Fig. 1: cell placement
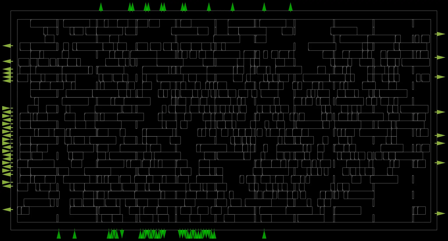
Fig. 2: where the registers sit
The bar under the picture is 50 µm long. Other sequential cells in the stronger grey, the rest of the logic in the fainter grey.
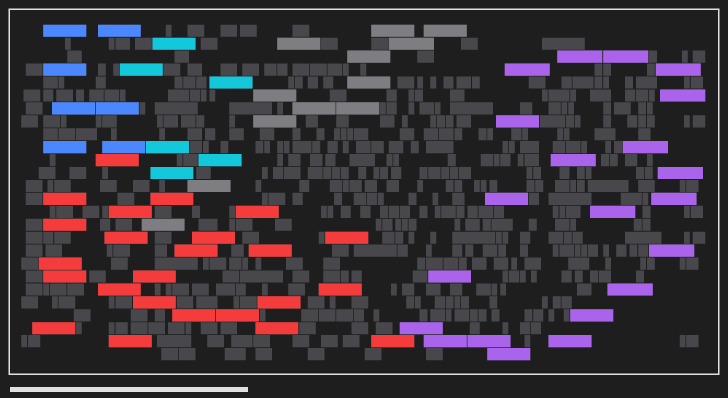
Fig. 3: cell sizes after repair
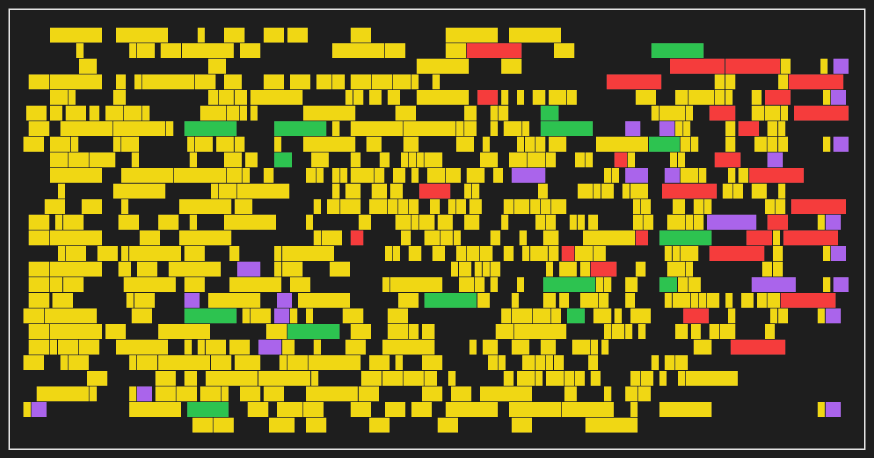
Fig. 4: wiring heat map
30 x 15 tiles, from dark blue (low) to red (high), scaled to the fullest tile. Values are wire area over tile area, all layers added.
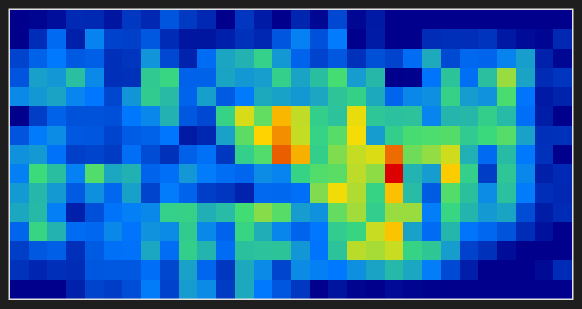
Fig. 5: clock distribution
The bar under the picture is 50 µm long.
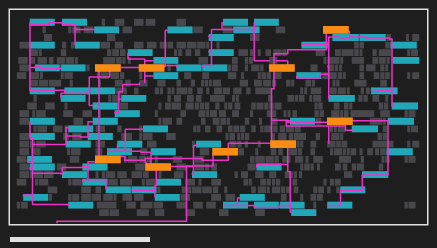
==> config.mk <==
export PLATFORM = sky130hd
export DESIGN_NAME = cam_init_seq
export DESIGN_NICKNAME = d
export VERILOG_FILES = /design/src/rtl/cam_init_seq.sv
export SDC_FILE = /design/constraint.sdc
export NUM_CORES = 1
export LEC_CHECK = 0
export CAP_MARGIN = 0
export CORE_ASPECT_RATIO = 0.5
export CORE_MARGIN = 2
export CORE_UTILIZATION = 40
export CTS_BUF_LIST = sky130_fd_sc_hd__clkbuf_16
export DETAILED_ROUTE_END_ITERATION = 10
export GPL_TIMING_DRIVEN = 0
export SLEW_MARGIN = 20
export SYNTH_ARGS = -nofsm -noshare
export SYNTH_HDL_FRONTEND = slang
export SYNTH_SLANG_ARGS = --single-unit
export TNS_END_PERCENT = 30
==> constraint.sdc <==
create_clock -name cam_clk -period 3.2 [get_ports cam_clk]
set_clock_uncertainty 0.2 [all_clocks]
set_input_delay 0.64 -clock cam_clk [delete_from_list [all_inputs] [get_ports cam_clk]]
set_output_delay 0.64 -clock cam_clk [all_outputs]
set_load 0.1 [all_outputs]
==> src/rtl/cam_init_seq.sv <==
// cam_init_seq: camera bring-up sequencer (cam_clk domain).
// Releases sensor power-down, then pulses the hardware reset, then walks a
// register table and issues each entry to the SCCB master through a level
// start/busy handshake.
// Build option: define CAM_INIT_RETRY_EN to retry timed-out handshakes
// (up to 3 per entry) and to add the retry_cnt output.
module cam_init_seq #(
  parameter int PWDN_CYCLES    = 4096,
  parameter int RST_CYCLES     = 524288,
  parameter int SETTLE_CYCLES  = 65536,
  parameter int ADDR_W         = 6,
  parameter int TIMEOUT_CYCLES = 1048576
) (
  input  logic              cam_clk,
  input  logic              rstn,
  input  logic              dbun,
  output logic [ADDR_W-1:0] cfg_addr,
  input  logic [23:0]       cfg_data,
  output logic              sccb_start,
  output logic [1:0]        sccb_wr,
  output logic [31:0]       sccb_data,
  input  logic              sccb_busy,
  output logic              cam_pwdn,
  output logic              cam_rstn,
  output logic              init_done,
  output logic              init_err,
`ifdef CAM_INIT_RETRY_EN
  output logic [1:0]        retry_cnt,
`endif
  output logic [ADDR_W:0]   reg_count
);

  // 21 bits covers TIMEOUT_CYCLES-1 and the largest delay entry (255*1024)
  localparam int CNT_W = 21;

`ifdef CAM_INIT_RETRY_EN
  localparam bit RETRY_EN = 1'b1;
`else
  localparam bit RETRY_EN = 1'b0;
`endif

  typedef enum logic [3:0] {
    S_PWDN, S_RST, S_SETTLE, S_FETCH, S_DECODE, S_DELAY,
    S_REQ, S_WAIT, S_RWAIT, S_DONE, S_ERR
  } state_t;

  state_t             state, state_nxt;
  logic [CNT_W-1:0]   cnt, cnt_nxt;
  logic [1:0]         busy_sync;
  logic               busy;
  logic [1:0]         retry_q;
  logic               last;
  logic               adv, wr_inc, latch, retry_inc, retry_clr, can_retry;
  logic               pwdn_nxt, crstn_nxt, start_nxt, done_nxt, err_nxt;

  assign busy      = busy_sync[1];
  assign last      = (cfg_addr == {ADDR_W{1'b1}});
  assign can_retry = RETRY_EN && (retry_q != 2'd3);

`ifdef CAM_INIT_RETRY_EN
  assign retry_cnt = retry_q;
`endif

  // two-flop synchronizer for the SCCB master's busy level
  always_ff @(posedge cam_clk or negedge rstn) begin
    if (!rstn) busy_sync <= 2'b00;
    else       busy_sync <= {busy_sync[0], sccb_busy};
  end

  // state register and shared down-counter
  always_ff @(posedge cam_clk or negedge rstn) begin
    if (!rstn) begin
      state <= S_PWDN;
      cnt   <= CNT_W'(PWDN_CYCLES - 1);
    end else begin
      state <= state_nxt;
      cnt   <= cnt_nxt;
    end
  end

  // next-state, counter and table-walk control
  always_comb begin
    state_nxt = state;
    cnt_nxt   = cnt - 1'b1;
    adv       = 1'b0;
    wr_inc    = 1'b0;
    latch     = 1'b0;
    retry_inc = 1'b0;
    retry_clr = 1'b0;
    case (state)
      S_PWDN:
        if (cnt == '0) begin
          state_nxt = S_RST;
          cnt_nxt   = CNT_W'(RST_CYCLES - 1);
        end
      S_RST:
        if (cnt == '0) begin
          state_nxt = S_SETTLE;
          cnt_nxt   = CNT_W'(SETTLE_CYCLES - 1);
        end
      S_SETTLE:
        if (cnt == '0) state_nxt = S_FETCH;
      S_FETCH:
        state_nxt = S_DECODE;
      S_DECODE: begin
        cnt_nxt = cnt;
        if (cfg_data == 24'hFFFFFF) begin
          state_nxt = S_DONE;
        end else if (cfg_data[23:8] == 16'hFFF0) begin
          state_nxt = S_DELAY;
          cnt_nxt   = CNT_W'({cfg_data[7:0], 10'b0});
        end else begin
          state_nxt = S_REQ;
          latch     = 1'b1;
          retry_clr = 1'b1;
          cnt_nxt   = CNT_W'(TIMEOUT_CYCLES - 1);
        end
      end
      // leaves 2 cycles early so successive fetches are value*1024 apart
      // (the next FETCH/DECODE pair makes up the difference)
      S_DELAY:
        if (cnt <= CNT_W'(3)) begin
          state_nxt = last ? S_DONE : S_FETCH;
          adv       = 1'b1;
        end
      S_REQ, S_WAIT: begin
        if ((state == S_REQ) ? busy : !busy) begin
          state_nxt = (state == S_REQ) ? S_WAIT : (last ? S_DONE : S_FETCH);
          cnt_nxt   = CNT_W'(TIMEOUT_CYCLES - 1);
          adv       = (state == S_WAIT);
          wr_inc    = (state == S_WAIT);
        end else if (cnt == '0) begin
          cnt_nxt = CNT_W'(TIMEOUT_CYCLES - 1);
          if (can_retry) begin
            state_nxt = S_RWAIT;
            retry_inc = 1'b1;
          end else begin
            state_nxt = S_ERR;
          end
        end
      end
      // start dropped after a timeout; wait for the master to go idle
      S_RWAIT:
        if (!busy) begin
          state_nxt = S_REQ;
          cnt_nxt   = CNT_W'(TIMEOUT_CYCLES - 1);
        end else if (cnt == '0) begin
          state_nxt = S_ERR;
        end
      S_DONE, S_ERR: cnt_nxt = cnt;
      default:       state_nxt = S_PWDN;
    endcase
    // power-down request overrides everything, abandoning any transaction
    if (dbun) begin
      state_nxt = S_PWDN;
      cnt_nxt   = CNT_W'(PWDN_CYCLES - 1);
      adv       = 1'b0;
      wr_inc    = 1'b0;
      latch     = 1'b0;
      retry_inc = 1'b0;
      retry_clr = 1'b0;
    end
  end

  // pin-level outputs decoded from the upcoming state, then registered
  always_comb begin
    pwdn_nxt  = (state_nxt == S_PWDN);
    crstn_nxt = !((state_nxt == S_PWDN) || (state_nxt == S_RST));
    start_nxt = (state_nxt == S_REQ);
    done_nxt  = (state_nxt == S_DONE);
    err_nxt   = (state_nxt == S_ERR);
  end

  // registered outputs: glitch-free, since sccb_start crosses domains
  always_ff @(posedge cam_clk or negedge rstn) begin
    if (!rstn) begin
      cam_pwdn   <= 1'b1;
      cam_rstn   <= 1'b0;
      sccb_start <= 1'b0;
      init_done  <= 1'b0;
      init_err   <= 1'b0;
    end else begin
      cam_pwdn   <= pwdn_nxt;
      cam_rstn   <= crstn_nxt;
      sccb_start <= start_nxt;
      init_done  <= done_nxt;
      init_err   <= err_nxt;
    end
  end

  // table index, write count, transaction payload and retry count
  always_ff @(posedge cam_clk or negedge rstn) begin
    if (!rstn) begin
      cfg_addr  <= '0;
      reg_count <= '0;
      sccb_data <= '0;
      sccb_wr   <= 2'b00;
      retry_q   <= 2'd0;
    end else if (dbun) begin
      cfg_addr  <= '0;
      reg_count <= '0;
      sccb_data <= '0;
      sccb_wr   <= 2'b00;
      retry_q   <= 2'd0;
    end else begin
      if (latch) begin
        sccb_data <= {8'h00, cfg_data};
        sccb_wr   <= 2'b01;
      end
      if (state_nxt == S_ERR) sccb_wr <= 2'b00;
      // cfg_addr saturates at the last entry instead of wrapping
      if (adv && !last) cfg_addr <= cfg_addr + 1'b1;
      if (wr_inc) reg_count <= reg_count + 1'b1;
      if (retry_clr)      retry_q <= 2'd0;
      else if (retry_inc) retry_q <= retry_q + 2'd1;
    end
  end

endmodule

==> impl_metrics.py <==
# Auto-generated metrics
metrics = {
    "outcome": {
        "status": "complete, no violations",
    },
    "route": {
        "antenna_left": 0,
        "wl_met3_um": 774,
        "vias": 3985,
        "first_pass_iters": 4,
        "vias_per_cell": 5.581,
        "initialDrtViolationCount": 205,
        "wl_met1_um": 5915,
        "drt-total-wl_um": 12110,
    },
    "logic_synthesis": {
        "netlist_area_um2": 4199,
        "top_area_frac": 0.3397,
        "async_flop_share": 1.000,
        "synth_chip_area_um2": 4199,
        "synthTopCellsByCount": "nor2_1 (79), dfrtp_1 (57), nor3_1 (37)",
    },
    "placed_design": {
        "place_ws_ns": -0.4102,
        "numPortBuffers": 70,
    },
    "grt": {
        "use_met3": 0.05808,
        "grt_pass1_vias": 3833,
        "grt_pass1_wl_um": 19830,
        "busiest_layer": "met2",
    },
    "run": {
        "tool_warnings": 29,
    },
    "power_and_ir_drop": {
        "p_sw_mw": 0.5361,
        "power_leader": "clock",
        "p_sw_frac": 0.2662,
        "clkPwrFrac": 0.472,
        "clock_net_power_mw": 0.951,
        "intPower_mw": 1.477,
        "comb_power_share": 0.082,
    },
    "floorplanning": {
        "fp.dieH_um": 76.45,
        "die-area_um2": 11380,
    },
    "clock_tree": {
        "cts-htree-levels": 3,
        "cts_setup_buffers": 0,
        "cts_buffers": 9,
    },
    "final_layout": {
        "final_cell_area_um2": 5527,
        "comb.multi_input.count": 372,
        "top_register": "sccb_data",
        "seq_share": 0.3199,
        "lay_top_cells": "nor2_1 (78), clkdlybuf4s50_1 (66), dfrtp_1 (57)",
        "nets": 601,
        "largest_reg_flops": 24,
        "mi_logic_area_um2": 2346,
        "layout_top_cell": "nor2_1",
        "top_regs": "sccb_data: 24 flops, cnt: 21 flops, reg_count: 7 flops",
    },
    "worst_setup_path": {
        "crit_path_frequent_cell": "or4_4",
        "critPathLaunchType": "primary input",
        "crit_chain": "clkdlybuf4s50_1 -> or4_4 -> or4_4 -> a21oi_4 -> or3b_4 -> buf_8 -> o32a_1",
        "critPathKind": "in2reg",
        "critPathBufInv": 2,
        "r2r_slack_ns": 0.16,
        "r2r_cells": 7,
        "path_depth": 7,
    },
    "sta": {
        "setup_viol": 0,
        "rsz0062_at_grt": "yes",
        "fin_crit_ns": 3.168,
    },
}
About Fig. 1:
Post-Layout Cell Count: 714
FF+latch count: 70
number of tapcells: 140
Layout Utilization: 0.5410

About Fig. 2:
legend:
  blue:
    netlist_name: `reg_count`
    placed_flops: 7
  purple:
    netlist_name: `cnt`
    placed_flops: 21
  red:
    netlist_name: `sccb_data`
    placed_flops: 24
  cyan:
    netlist_name: `cfg_addr`
    placed_flops: 6
not coloured: 12

About Fig. 3:
legend:
  yellow:
    size: _0 and _1 cells
    cells: 509
    most_used: nor2_1
  red:
    size: _2 cells
    cells: 27
    most_used: dfstp_2
  green:
    size: _6 and larger
    cells: 15
    most_used: clkbuf_16
  purple:
    size: _3 and _4 cells
    cells: 23
    most_used: buf_4

About Fig. 4:
emptiest ninth of the die: upper right
densest ninth of the die: centre
fullest tile: 0.63

About Fig. 5:
legend:
  orange:
    item: clock drivers
    count: 9
  magenta:
    item: clock wires
    length: 1030 µm
  cyan:
    item: flip-flops
    count: 70
flops lie: widely spread
routed clock nets: 10

